### config.mk
export PLATFORM = sky130hd
export DESIGN_NAME = spi_engine
export DESIGN_NICKNAME = d
export VERILOG_FILES = /design/src/rtl/spi_pkg.sv /design/src/rtl/int_sync.sv /design/src/rtl/spi_engine.sv
export SDC_FILE = /design/constraint.sdc
export NUM_CORES = 1
export LEC_CHECK = 0
export CAP_MARGIN = 20
export CORE_MARGIN = 5
export CORE_UTILIZATION = 59
export CTS_CLUSTER_SIZE = 25
export DETAILED_ROUTE_END_ITERATION = 10
export PLACE_DENSITY = 0.88
export SYNTH_ARGS = -nofsm -noshare
export SYNTH_HDL_FRONTEND = slang
export SYNTH_SLANG_ARGS = --single-unit
### constraint.sdc
create_clock -name CLK -period 3.6 [get_ports CLK]
set_clock_uncertainty 0.1 [all_clocks]
set_input_delay 0.9 -clock CLK [delete_from_list [all_inputs] [get_ports CLK]]
set_output_delay 0.9 -clock CLK [all_outputs]
set_load 0.02 [all_outputs]
### src/rtl/spi_pkg.sv
// Shared SPI engine definitions: FSM state encoding, SPI mode constants
// ({cpol, cpha}) and a helper that classifies an SCLK edge as a sample edge.
package spi_pkg;

    localparam int unsigned DATA_W = 8;
    localparam int unsigned EDGES  = 16;
    localparam int unsigned EDGE_W = 5;

    typedef enum logic [1:0] {
        ST_IDLE  = 2'd0,
        ST_SHIFT = 2'd1,
        ST_DONE  = 2'd2
    } state_t;

    // SPI modes encoded as {cpol, cpha}
    localparam logic [1:0] MODE0 = 2'b00;
    localparam logic [1:0] MODE1 = 2'b01;
    localparam logic [1:0] MODE2 = 2'b10;
    localparam logic [1:0] MODE3 = 2'b11;

    // MISO is sampled on leading edges when cpha=0, on trailing edges when cpha=1
    function automatic logic is_sample_edge(input logic [1:0] mode, input logic leading);
        logic s;
        case (mode)
            MODE0, MODE2: s = leading;
            MODE1, MODE3: s = ~leading;
            default:      s = leading;
        endcase
        return s;
    endfunction

endpackage

### src/rtl/int_sync.sv
// Peripheral interrupt front end: 2-flop synchronizer plus rising-edge latch.
// Ports: clk, rst_n (async active-low), int_async (raw INT pin),
//        int_ack (clear request), int_pending (latched edge, registered).
module int_sync (
    input  logic clk,
    input  logic rst_n,
    input  logic int_async,
    input  logic int_ack,
    output logic int_pending
);

    // [0],[1]: synchronizer stages; [2]: previous synchronized level
    logic [2:0] sync_q;
    logic       rise_c;

    assign rise_c = sync_q[1] & ~sync_q[2];

    // A new edge wins over a simultaneous acknowledge
    always_ff @(posedge clk or negedge rst_n) begin
        if (!rst_n) begin
            sync_q      <= '0;
            int_pending <= 1'b0;
        end else begin
            sync_q      <= {sync_q[1:0], int_async};
            int_pending <= rise_c | (int_pending & ~int_ack);
        end
    end

endmodule

### src/rtl/spi_engine.sv
// Single-byte SPI master with programmable SCLK divider and CPOL/CPHA.
// Ports: CLK, RESET_N (async active-low); tx_data/tx_valid/tx_ready byte
// handshake; rx_data/rx_valid received byte strobe; div/cpol/cpha transfer
// settings captured on acceptance; ss_assert chip-select request; busy;
// int_pending/int_ack latched interrupt; SS/SCLK/MOSI/MISO/INT SPI pins.
module spi_engine
    import spi_pkg::*;
#(
    parameter int unsigned DIV_W = 8
) (
    input  logic              CLK,
    input  logic              RESET_N,
    input  logic [DATA_W-1:0] tx_data,
    input  logic              tx_valid,
    output logic              tx_ready,
    output logic [DATA_W-1:0] rx_data,
    output logic              rx_valid,
    input  logic [DIV_W-1:0]  div,
    input  logic              cpol,
    input  logic              cpha,
    input  logic              ss_assert,
    output logic              busy,
    output logic              int_pending,
    input  logic              int_ack,
    output logic              SS,
    output logic              SCLK,
    output logic              MOSI,
    input  logic              MISO,
    input  logic              INT
);

    state_t              state;
    logic [DIV_W-1:0]    div_q;
    logic [DIV_W-1:0]    cnt;
    logic                cpol_q;
    logic                cpha_q;
    logic [DATA_W-1:0]   tx_sr;
    logic [DATA_W-1:0]   rx_sr;
    logic [EDGE_W-1:0]   edge_cnt;

    logic                edge_c;
    logic                sample_c;
    logic                drive_c;
    logic                last_c;
    logic [DATA_W-1:0]   rx_shift_c;

    // edge_cnt counts edges already issued, so an even count means the next one leads
    assign edge_c     = (state == ST_SHIFT) && (cnt == '0);
    assign last_c     = edge_c && (edge_cnt == EDGE_W'(EDGES - 1));
    assign sample_c   = edge_c && is_sample_edge({cpol_q, cpha_q}, ~edge_cnt[0]);
    assign drive_c    = edge_c && !sample_c && !last_c;
    assign rx_shift_c = {rx_sr[DATA_W-2:0], MISO};

    // Transfer FSM with registered SPI pins and handshake outputs
    always_ff @(posedge CLK or negedge RESET_N) begin
        if (!RESET_N) begin
            state    <= ST_IDLE;
            div_q    <= '0;
            cnt      <= '0;
            cpol_q   <= 1'b0;
            cpha_q   <= 1'b0;
            tx_sr    <= '0;
            rx_sr    <= '0;
            edge_cnt <= '0;
            tx_ready <= 1'b0;
            rx_data  <= '0;
            rx_valid <= 1'b0;
            busy     <= 1'b0;
            SS       <= 1'b1;
            SCLK     <= 1'b0;
            MOSI     <= 1'b1;
        end else begin
            rx_valid <= 1'b0;
            case (state)
                ST_IDLE: begin
                    tx_ready <= 1'b1;
                    busy     <= 1'b0;
                    SS       <= ~ss_assert;
                    SCLK     <= cpol;
                    MOSI     <= 1'b1;
                    if (tx_valid && tx_ready) begin
                        state    <= ST_SHIFT;
                        tx_ready <= 1'b0;
                        busy     <= 1'b1;
                        div_q    <= div;
                        cnt      <= div;
                        cpol_q   <= cpol;
                        cpha_q   <= cpha;
                        edge_cnt <= '0;
                        rx_sr    <= '0;
                        // cpha=0 puts bit 7 out immediately; cpha=1 waits for the leading edge
                        if (cpha) begin
                            tx_sr <= tx_data;
                            MOSI  <= 1'b1;
                        end else begin
                            tx_sr <= {tx_data[DATA_W-2:0], 1'b0};
                            MOSI  <= tx_data[DATA_W-1];
                        end
                    end
                end

                ST_SHIFT: begin
                    // Chip select may assert but not release mid-transfer
                    SS <= SS & ~ss_assert;
                    if (edge_c) begin
                        cnt      <= div_q;
                        SCLK     <= ~SCLK;
                        edge_cnt <= edge_cnt + EDGE_W'(1);
                        if (sample_c) begin
                            rx_sr <= rx_shift_c;
                        end
                        if (drive_c) begin
                            MOSI  <= tx_sr[DATA_W-1];
                            tx_sr <= {tx_sr[DATA_W-2:0], 1'b0};
                        end
                        if (last_c) begin
                            state    <= ST_DONE;
                            rx_valid <= 1'b1;
                            rx_data  <= sample_c ? rx_shift_c : rx_sr;
                        end
                    end else begin
                        cnt <= cnt - DIV_W'(1);
                    end
                end

                ST_DONE: begin
                    state    <= ST_IDLE;
                    tx_ready <= 1'b1;
                    busy     <= 1'b0;
                    SS       <= ~ss_assert;
                    SCLK     <= cpol_q;
                    MOSI     <= 1'b1;
                end

                default: begin
                    state <= ST_IDLE;
                end
            endcase
        end
    end

    int_sync u_int_sync (
        .clk         (CLK),
        .rst_n       (RESET_N),
        .int_async   (INT),
        .int_ack     (int_ack),
        .int_pending (int_pending)
    );

endmodule

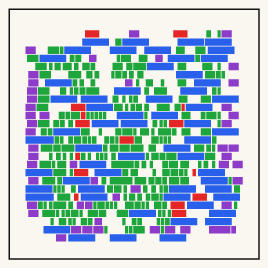
(run_1/class_map.png)
Scale: 3 px per µm.
legend:
  red:
    class: clock drivers and dummy loads
    cells: 15
    share_of_their_area: 4.4%
  purple:
    class: remaining buffers and delay cells
    cells: 49
    share_of_their_area: 13%
  green:
    class: remaining logic cells
    cells: 245
    share_of_their_area: 42%
  blue:
    class: registers
    cells: 59
    share_of_their_area: 40%
end-of-flow core utilization: 0.731
flop share of the area: 0.394
Core Rows: 26
fin area: 3750 µm²
core area: 5140 µm²

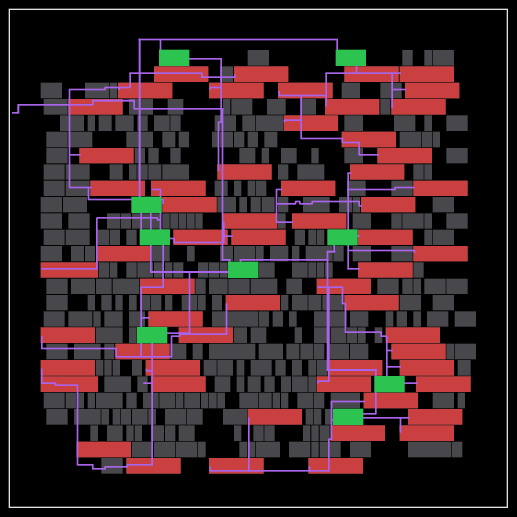
(run_1/clock_wires.png)
Scale: 6 px per µm.
legend:
  purple:
    item: clock wires
    length: 777 µm
  green:
    item: clock-net drivers
    count: 9
  red:
    item: flip-flops
    count: 59
routed clock nets: 10
flops lie: widely spread
Clock Power Share: 0.412
clock network power: 510 µW
Late-Pin Clk Latency: 340 ps

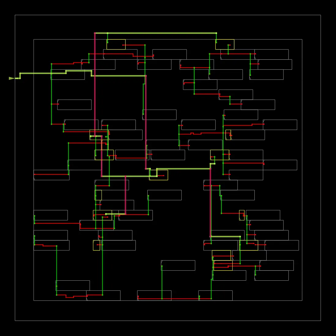
(run_1/clock_nets.png)
Clock buffer cells: 12
Num CTS Buffers: 9

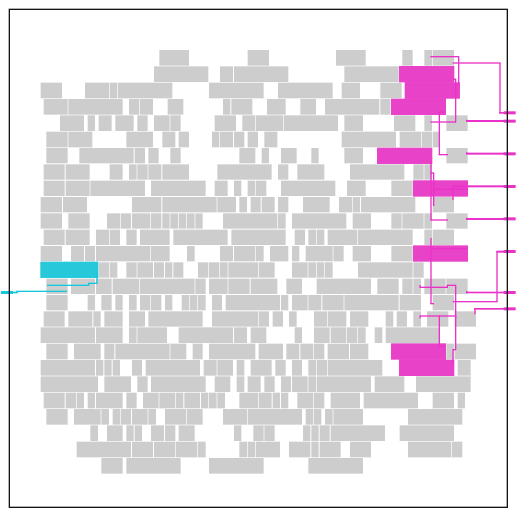
(run_1/port_trees.png)
Scale: 6 px per µm.
legend:
  magenta:
    port: rx_data
    bits: 8
    direction: output
    edge: right
    end_cells: 8
    buffers: 8
    wire: 181 µm
  cyan:
    port: MOSI
    bits: 1
    direction: output
    edge: left
    end_cells: 1
    buffers: 1
    wire: 19.5 µm
# IOs: 40
number of port buffers: 39

-- run 1: cells by family (layout without fill, tap and decap cells) --
kind of cell    after synthesis  in the layout
mux                          22             22
compound gates               79             79
flops                        59             59
fa+ha+maj                     9              9
simple gates                121            121
xor+xnor                      2              2
buf+inv                      29             76
-- run 1: stage by stage --
step	hold WS (ps)	cells
after global routing	259	438
after floorplan	231	321
after CTS	250	437
after detailed placement	236	422
after global placement	237	422
final	247	438
-- run 1: layout by cell type, fill, tap and decap left out, types with 4 or more instances in the layout --
master / netlist / routed
a21o_1: 4 / 4
a21oi_1: 15 / 15
a22o_1: 9 / 9
and3_1: 4 / 4
buf_4: 0 / 9
clkbuf_8: 0 / 10
clkdlybuf4s50_1: 0 / 38
dfrtp_1: 57 / 57
ha_1: 9 / 9
inv_1: 11 / 11
mux2_2: 12 / 12
mux2i_1: 10 / 10
nand2_1: 53 / 53
nand3_1: 8 / 8
nor2_1: 17 / 17
nor3_1: 18 / 18
o21ai_0: 15 / 15
o22ai_1: 8 / 8
-- run 1: power by group through the flow --
| stage | Combinational [µW] | Clock (µW) | Sequential (µW) |
|---|---|---|---|
| 2_1_floorplan | 11.0 | 0 | 680 |
| 3_3_place_gp | 58.6 | 0 | 679 |
| 3_5_place_dp | 59.6 | 0 | 679 |
| 4_1_cts | 60.2 | 516 | 667 |
| 5_1_grt | 67.5 | 549 | 667 |
| 6_report | 61.5 | 510 | 667 |
-- run 1: registers in the layout (all words and copies together) (netlist names) --
name,flops
cpha_q,1
cpol_q,1
edge_cnt,5
rx_valid,1
u_int_sync.sync_q,3
state,2
rx_sr,8
tx_ready,1
u_int_sync.int_pending,1
busy,1
SS,1
SCLK,1
tx_sr,8
rx_data,8
div_q,8
MOSI,1
cnt,8
==> reports/qor.yml, run 1 <==
start_kind: "input port"
path_buffers: 2
grt_pass1_vias: 2523
drtAntennaViolNets: 0
drive_gt1_frac: 0.128
reg2reg_slack_ps: 920
final_nets: 398
cp.arrival_ps: 2850
r2r-end: "cnt[3]"
use_met3: 0.0562
tapCellCount: 70
wl_mm: 7.05
rsz0062_at_grt: "false"
ys_cells: 321
ys_sh_adder: 0.0360
flop-count: 59
num-nonclk-buffers: 49
h-tree-depth: 3
yosysMostFrequentCell: "dfrtp_1"
fin_ws_ps: 875
buffer_area_frac: 0.126
grt_overflow_total: 0
final-setup-viol-count: 0
drt-met1-wl_mm: 2.98
crit_path_start: "tx_valid"
area_delta_synth_final_pct: 20.2
vias_per_cell: 6.03
critPathCaptureType: "register"
yosys-stat-area_um2: 3120
use_met2: 0.373
mi_logic_area_um2: 1510
clock_cell_area_share: 0.0427
regArea_um2: 1480
busiest_layer: "met2"
inv_count: 12
yosysTopAreaCell: "dfrtp_1"
status: "complete, no violations"
postSynthSeqShare: 0.473
crit_end: "cnt[3]"
die_area_um2: 6850
synth_top_area_share: 0.457
mux_area_frac: 0.0753
dp_slack_ps: 595
synthTopCellsByArea: "dfrtp_1 46%, nand2_1 6.4%, mux2_2 4.3%"
wl_met3_um: 559
tns_ps: 0
worstPathMaxFanout: 16
grt_first_pass_wirelength_mm: 11.7
power_frac_comb: 0.050
crit_required_ps: 3730
dr_wl_met2_mm: 3.33
cts_tree: "built"
drc: 0
clock-sinks: 59
syn_area_um2: 3120
wire_per_inst_um: 16.1
ctsHoldBuffers: 0
irDropWorstVdd_mv: 0.212
p_leak_uw: 0.00162
hold_path.class: "register to register"
post_cts_buffers: 0
dp_hpwl_mm: 4.86
cpPeakStageDelay_ps: 570
largestClassByArea: "multi-input combinational cells"
cts-root-buf: "clkbuf_8"
aoi_share: 0.174
reg2reg_from: "state[1]"
finalPower_uw: 1240
floorplan.nets: 355
first_pass_iters: 5
nFillCells: 411
tool_warnings: 31
ys_async_sr_fraction: 1.00
grt_max_degree: 46
ys_top_cells_by_count: "57 x dfrtp_1, 53 x nand2_1, 18 x nor3_1"
antenna_found_initial: 0
die_width_um: 82.8
top_logic_kind: "simple AND/OR/NAND/NOR gates"
yosysWarnings: 0
gp_congestion: 0.874
max_clock_freq_mhz: 367
hold_end: "u_int_sync.sync_q[1]"
num_vias: 2642
hold-path-cell-count: 0
sh_comb_area: 0.402
slew_viol_final: 0
clk_pin_slew_ps: 60
hold_path_startpoint: "u_int_sync.sync_q[0]"
syn_inst: 321
finalClockPeriodUsage: 0.757
grt_usage: 0.230
path_depth: 6
powerDensity_nw_per_um2: 330
cts_resized: 0
netSwitchingFraction: 0.223
maxCapViolations: 0
synth_area_per_cell_um2: 9.73
nMultiInputCombCells: 233
hold_viol: 0
ys_ff: 59
path_cells: "clkdlybuf4s50_1, nand3_1, buf_4, o21ai_1, o21ai_0, a32o_1"
p_sw_uw: 276
use_met1: 0.292
r2r_cells: 7
post_dp_cell_area_um2: 3570
fin_crit_ps: 2720
ys_types: 49
cts_buffer_depth: 2
yosys.area_share.simple: 0.192
worstMarginPinSlew_ps: 1040
synth-edff-count: 0
critical_path.slowest_cell: "o21ai_1"
maxUsedRoutingLayer: "met4"
p_int_uw: 962
p_seq_frac: 0.539
die_h_um: 82.8
crit_type: "input port to register"
drtIter0Drc: 286
critPathTopFamily: "AND-OR/OR-AND gates"
diodes: 0
ys_sh_xor: 0.00561
relSlewSlack: 0.299
ys.flop_type: "dfrtp_1"
fp-utilization: 0.608
==> run_1/m3.png <==
Scale: 4 px per µm.
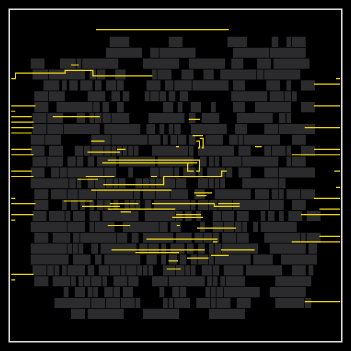

==> inputs of run 2 (changes only) <==
--- a/config.mk
+++ b/config.mk
@@ -7,10 +7,10 @@
 export LEC_CHECK = 0
 export CAP_MARGIN = 20
 export CORE_MARGIN = 5
-export CORE_UTILIZATION = 59
+export CORE_UTILIZATION = 50
 export CTS_CLUSTER_SIZE = 25
 export DETAILED_ROUTE_END_ITERATION = 10
-export PLACE_DENSITY = 0.88
+export PLACE_DENSITY = 0.8
 export SYNTH_ARGS = -nofsm -noshare
 export SYNTH_HDL_FRONTEND = slang
 export SYNTH_SLANG_ARGS = --single-unit
==> constraint.sdc (replaced) <==
create_clock -name CLK -period 2.25 [get_ports CLK]
set_clock_uncertainty 0.1 [all_clocks]
set_input_delay 0.5625 -clock CLK [delete_from_list [all_inputs] [get_ports CLK]]
set_output_delay 0.5625 -clock CLK [all_outputs]
set_load 0.02 [all_outputs]
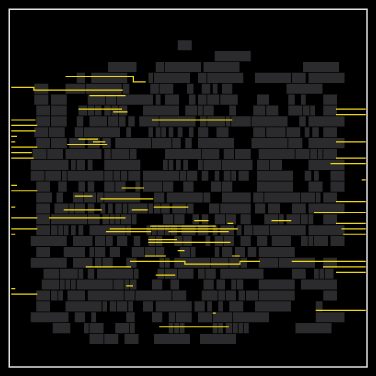
(run_2/m3.png)
Scale: 4 px per µm.
wire length on this layer: 544 µm
nets with wire on the layer: 57
share of all routed wire: 7.4%
longest straight run: 31.7 µm
main direction: horizontal
Via Count: 2657
final WL: 7.39 mm

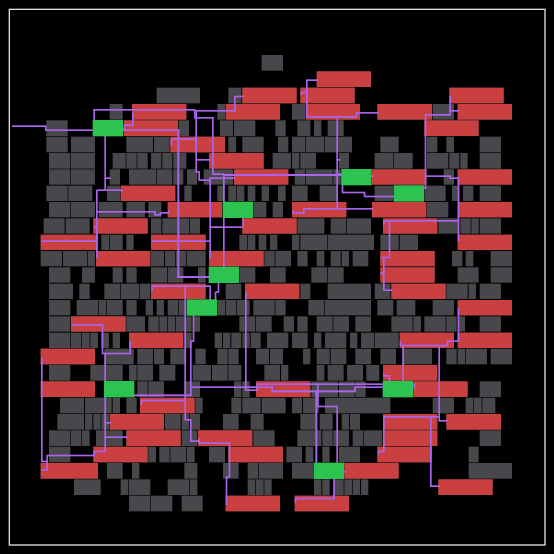
(run_2/clock_wires.png)
Scale: 6 px per µm.
legend:
  green:
    item: clock-net drivers
    count: 9
  red:
    item: flip-flops
    count: 59
  purple:
    item: clock wires
    length: 770 µm
routed clock nets: 10
flops lie: widely spread
clock network power: 1010 µW
Clock Power Share: 0.466

==> reports/qor.yml, run 2 <==
area_delta_synth_final_pct: 29.3
ctsHoldBuffers: 0  # unchanged
clk_pin_slew_ps: 70  # about the same
floorplan.nets: 355  # unchanged
clock-sinks: 59  # unchanged
first_pass_iters: 4  # -1
ys_async_sr_fraction: 1.00  # unchanged
top_logic_kind: "simple AND/OR/NAND/NOR gates"
clock_latency_ps: 340  # about the same
tns_ps: 0  # unchanged
ys_cells: 321  # unchanged
tool_warnings: 31  # unchanged
r2r-end: "tx_sr[1]"
relSlewSlack: 0.713  # +0.414
drive_gt1_frac: 0.198  # +0.0703
drtIter0Drc: 235  # -18%
synth_area_per_cell_um2: 9.73  # unchanged
die_area_um2: 7930  # +16%
reg2reg_from: "cnt[1]"
powerDensity_nw_per_um2: 538  # +63%
worstMarginPinSlew_ps: 428  # -617 ps
cts_tree: "built"
portBuffers: 39  # unchanged
yosys-stat-area_um2: 3120  # unchanged
fp-utilization: 0.522  # -0.0863
crit_type: "register to output pin"
vias_per_cell: 5.67  # -6.1%
diodes: 0  # unchanged
ys_ff: 59  # unchanged
rows: 28  # +7.7%
drc: 0  # unchanged
dp_hpwl_mm: 5.28  # +8.5%
worstPathMaxFanout: 2  # -14
core-area_um2: 5990  # +17%
ys_sh_adder: 0.0360  # unchanged
p_leak_uw: 0.00177  # +9.2%
antenna_found_initial: 0  # unchanged
reg2reg_slack_ps: 150  # -770 ps
post_dp_cell_area_um2: 3780  # +5.7%
crit_required_ps: 1590  # -2140 ps
use_met1: 0.260  # -0.0323
ys_sh_xor: 0.00561  # unchanged
layout_top_cell: "dfrtp_1"
die_width_um: 89.0  # +7.6%
final_nets: 423  # +6.3%
irDropWorstVdd_mv: 0.438  # +110%
postSynthSeqShare: 0.473  # unchanged
nFillCells: 477  # +16%
wl_met3_um: 544  # -2.7%
critical_path.slowest_cell: "clkdlybuf4s50_1"
netSwitchingFraction: 0.211  # -0.0123
wire_per_inst_um: 15.8  # -2.0%
synth_top_area_share: 0.457  # unchanged
mux_area_frac: 0.0753  # unchanged
path_buffers: 1  # -1
gp_congestion: 0.977  # +12%
cts-root-buf: "clkbuf_8"
yosysWarnings: 0  # unchanged
busiest_layer: "met2"
r2r_cells: 7  # unchanged
synth-edff-count: 0  # unchanged
cpPeakStageDelay_ps: 600  # +30 ps
finalClockPeriodUsage: 0.948
grt_max_degree: 60  # +30%
h-tree-depth: 3  # unchanged
critPathTopFamily: "buffers and inverters"
drt-met1-wl_mm: 3.18  # +6.9%
path_cells: "clkdlybuf4s50_1"
p_sw_uw: 459  # +66%
cts_buffer_depth: 2  # unchanged
dr_wl_met2_mm: 3.62  # +8.6%
grt_first_pass_wirelength_mm: 12.4  # +6.1%
p_seq_frac: 0.491  # -0.048
hold_viol: 0  # unchanged
grt_pass1_vias: 2667  # +5.7%
power_frac_comb: 0.044  # -0.006
aoi_share: 0.174  # unchanged
cp.arrival_ps: 1470  # -1380 ps
ios: 40  # unchanged
use_met3: 0.0599  # +0.00375
max_clock_freq_mhz: 469
grt_usage: 0.205  # -0.0241
syn_area_um2: 3120  # unchanged
status: "complete, no violations"
critPathCaptureType: "output pin"
yosysMostFrequentCell: "dfrtp_1"
use_met2: 0.338  # -0.0345
ys_types: 49  # unchanged
-- run 2: cell counts after synthesis --
No cell type changed its count.
-- run 2: cell families (layout without fill, tap and decap cells) --
kind of cell    Yosys count  count (layout)
xor+xnor                  2               2
buf+inv                  29             102
fa+ha+maj                 9               9
mux                      22              22
compound gates           79              79
flops                    59              59
simple gates            121             121
-- run 2: final cells by class --
class,count,area (µm²),share of cell area
well taps,75,93.8,0.0232
clock buffers,12,165,0.0409
clock inverters,4,47.5,0.0118
inverters,12,48.8,0.0121
multi-input cells,233,1520,0.375
repair buffers,74,689,0.171
flip-flops and latches,59,1480,0.366
-- run 2: worst max path at each step --
| stage | startpoint | end | slack (ps) | depth (start not counted) |
|---|---|---|---|---|
| final | SS | SS | 120 | 1 |
| after global routing | state[1] | tx_sr[2] | 2 | 7 |
| after CTS | cnt[1] | tx_sr[1] | 70 | 7 |
| after detailed placement | tx_valid | tx_sr[4] | 20 | 5 |
| after global placement | cnt[1] | cnt[5] | 100 | 7 |
| after floorplan | cnt[0] | tx_sr[1] | 100 | 7 |
-- run 2: through the flow --
step	setup WS [ps]	hold slack, ps	utilization	cells	power [µW]
after floorplan	103	167	-	321	1110
after global placement	103	237	0.631	450	1180
after detailed placement	16.1	248	0.631	450	1180
after CTS	65.6	122	0.666	466	2200
after global routing	2.13	134	0.674	469	2260
final	117	118	0.674	469	2170
-- run 2: power groups by stage --
stage	clock network, µW	registers (µW)	logic (µW)
detailed placement	0	1090	96.5
CTS	1040	1070	97.4
floorplan	0	1090	17.5
global route	1090	1070	104
finish	1010	1070	94.9
global placement	0	1090	96.6
-- run 2: repair_timing --
item,4_1_cts,5_1_grt
gates resized,0,5
setup endpoints to repair,0,27
setup buffers,0,3
==> run_2/class_map.png <==
Scale: 3 px per µm.
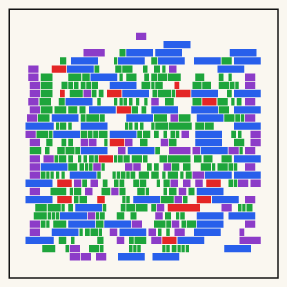

==> inputs of run 3 (changes only) <==
--- a/config.mk
+++ b/config.mk
@@ -6,11 +6,12 @@
 export NUM_CORES = 1
 export LEC_CHECK = 0
 export CAP_MARGIN = 20
-export CORE_MARGIN = 5
+export CORE_MARGIN = 4
 export CORE_UTILIZATION = 50
 export CTS_CLUSTER_SIZE = 25
 export DETAILED_ROUTE_END_ITERATION = 10
 export PLACE_DENSITY = 0.8
+export SLEW_MARGIN = 40
 export SYNTH_ARGS = -nofsm -noshare
 export SYNTH_HDL_FRONTEND = slang
 export SYNTH_SLANG_ARGS = --single-unit
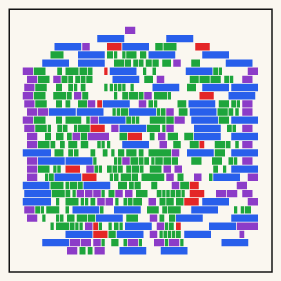
(run_3/class_map.png)
Scale: 3 px per µm.
legend:
  purple:
    class: remaining buffers and delay cells
    cells: 77
    share_of_their_area: 18%
  blue:
    class: registers
    cells: 59
    share_of_their_area: 38%
  green:
    class: remaining logic cells
    cells: 245
    share_of_their_area: 40%
  red:
    class: clock drivers and dummy loads
    cells: 16
    share_of_their_area: 4.3%
end-of-flow core utilization: 0.669
Core Rows: 28
flop share of the area: 0.369

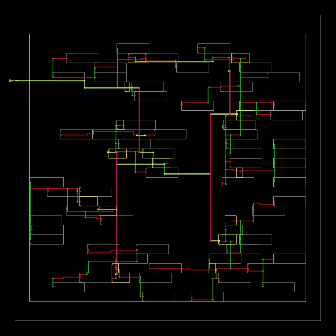
(run_3/clock_nets.png)
TritonCTS Sinks: 59
clock network power: 837 µW
Clock buffer cells: 11
seq_cells: 59

==> reports/qor.yml, run 3 <==
status: "complete, no violations"
slew_viol_final: 0
dp_slack_ps: 13.0  # -3.07 ps
use_met1: 0.259  # -0.000905
finalClockPeriodUsage: 0.964  # +0.0161
yosysMostFrequentCell: "dfrtp_1"
gp_congestion: 0.917  # -6.1%
worstPathMaxFanout: 9  # +7
hold_path.class: "input port to async pin"
tns_ps: 0  # unchanged
path_buffers: 1  # unchanged
critPathTopFamily: "simple AND/OR/NAND/NOR gates"
yosysTopAreaCell: "dfrtp_1"
cpPeakStageDelay_ps: 400  # -200 ps
synth_top_area_share: 0.457  # unchanged
ctsHoldBuffers: 0  # unchanged
clockPowerShare: 0.419  # -0.047
floorplan.nets: 355  # unchanged
p_sw_uw: 457  # -0.29%
grt_max_degree: 60  # unchanged
drive_gt1_frac: 0.202  # +0.00354
whs_ps: 110  # -8.52 ps
crit_required_ps: 2420  # +830 ps
nFillCells: 480  # +0.63%
ys_ff: 59  # unchanged
post_dp_cell_area_um2: 3790  # +0.40%
ios: 40  # unchanged
dp_cells: 452  # +0.44%
lay_top_cells: "57 x dfrtp_1, 53 x nand2_1, 38 x clkdlybuf4s50_1"
regArea_um2: 1480  # unchanged
core-area_um2: 5990  # unchanged
use_met3: 0.0492  # -0.0107
dp_hpwl_mm: 5.08  # -3.8%
drtIter0Drc: 136  # -42%
p_leak_uw: 0.00177  # -0.18%
p_seq_frac: 0.534  # +0.043
grt_usage: 0.206  # +0.000249
diodes: 0  # unchanged
netSwitchingFraction: 0.229  # +0.0179
synth_area_per_cell_um2: 9.73  # unchanged
cts_tree: "built"
clk_pin_slew_ps: 70  # about the same
irDropWorstVdd_mv: 0.315  # -28%
antenna_found_initial: 0  # unchanged
finalInstanceArea_um2: 4010
final-setup-viol-count: 0
vias_per_cell: 5.62  # -0.75%
die_width_um: 87.0  # -2.2%
ys_cells: 321  # unchanged
crit_top_cell: "ha_1"
hold_viol: 0  # unchanged
yosys-stat-area_um2: 3120  # unchanged
yosysWarnings: 0  # unchanged
max_clock_freq_mhz: 461  # -1.7%
critPathCaptureType: "register"
cp.arrival_ps: 2340  # +870 ps
synth-edff-count: 0  # unchanged
die_h_um: 87.0
fp-utilization: 0.522  # unchanged
num_vias: 2654  # -0.11%
start_kind: "register"
final_nets: 426  # +0.71%
relSlewSlack: 0.739  # +0.0264
die_area_um2: 7580  # -4.4%
rsz0062_at_grt: "false"
worstMarginPinSlew_ps: 390  # -37.4 ps
postSynthSeqShare: 0.473  # unchanged
p_int_uw: 1540
cts_buffer_depth: 2  # unchanged
ys_top_cells_by_count: "57 x dfrtp_1, 53 x nand2_1, 18 x nor3_1"
instances_no_fill: 472  # +0.64%
wire_per_inst_um: 15.1  # -4.4%
ys_types: 49  # unchanged
cts-root-buf: "clkbuf_8"
fin_ws_ps: 80.6  # -36.3 ps
path_cells: "ha_1, and3_1, ha_1, nor4_4, buf_12, mux2_2, nor2_1"
grt_overflow_total: 0
power_frac_comb: 0.047  # +0.003
ys.flop_type: "dfrtp_1"
cts_buffers: 9
syn_inst: 321
area_delta_synth_final_pct: 28.2
finalPower_uw: 2000  # -8.1%
h-tree-depth: 3  # unchanged
maxCapViolations: 0
drtAntennaViolNets: 0
critical_path.slowest_cell: "dfrtp_1"
powerDensity_nw_per_um2: 499  # -7.3%
busiest_layer: "met2"
mi_logic_area_um2: 1520  # +0.41%
crit_type: "register to register"
use_met2: 0.346  # +0.00770
grt_first_pass_wirelength_mm: 12.2  # -2.2%
ys_async_sr_fraction: 1.00  # unchanged
grt_pass1_vias: 2561  # -4.0%
synthTopCellsByArea: "dfrtp_1 46%, nand2_1 6.4%, mux2_2 4.3%"
clock_latency_ps: 340  # about the same
first_pass_iters: 4  # unchanged
layout_top_cell: "dfrtp_1"
drc: 0  # unchanged
syn_area_um2: 3120  # unchanged
tool_warnings: 31  # unchanged
portBuffers: 39  # unchanged
wl_mm: 7.11  # -3.8%
fin_crit_ps: 2170
==> run 3: cell counts after synthesis <==
No cell type changed its count.
==> run 3: power by group through the flow <==
stage | registers, µW | clock network (µW) | logic, µW
after floorplan | 1090 | 0 | 17.5
after global placement | 1090 | 0 | 96.0
after detailed placement | 1090 | 0 | 96.1
after CTS | 1070 | 853 | 97.0
after global routing | 1070 | 899 | 103
final | 1070 | 837 | 94.8
==> run 3: final cells by class <==
cell class              count  area share
multi-input cells         233       0.380
flip-flops and latches     59       0.369
repair buffers             77       0.174
clock buffers              11      0.0353
well taps                  75      0.0234
inverters                  12      0.0112
clock inverters             5     0.00718
==> run 3: worst paths after layout <==
kind / start / to / slack (ps) / cells past startpoint
max in group asynchronous: RESET_N / SS / 1620 / 2
worst min-delay path: RESET_N / u_int_sync.sync_q[2] / 110 / 2
worst max-delay path: edge_cnt[1] / tx_sr[1] / 80 / 7
worst max register to register: edge_cnt[1] / tx_sr[1] / 80 / 7
min in group CLK: u_int_sync.sync_q[0] / u_int_sync.sync_q[1] / 250 / 0
worst min register to register: u_int_sync.sync_q[0] / u_int_sync.sync_q[1] / 250 / 0
==> run 3: kinds of logic after synthesis <==
family / after synthesis / share of synthesized area
and+or+nand+nor: 121 / 0.192
buffers and inverters: 29 / 0.0432
AOI/OAI and AO/OA: 79 / 0.174
adders and majority gates: 9 / 0.0360
DFF: 59 / 0.473
muxes: 22 / 0.0753
xor gates and xnor gates: 2 / 0.00561
==> run 3: metal layers <==
layer / wire, µm / up-vias
met1: 3210 / 1264
li1: - / 1300
met4: 101 / 0
met2: 3410 / 79
met5: 0 / -
met3: 391 / 11
==> run 3: what timing repair did <==
item	in CTS	in global routing
gates resized	1	3
pin swaps	1	1
setup endpoints to repair	1	13
cloned	0	0
buffers inserted	4	0
Power is estimated from default activity; no workload was simulated.
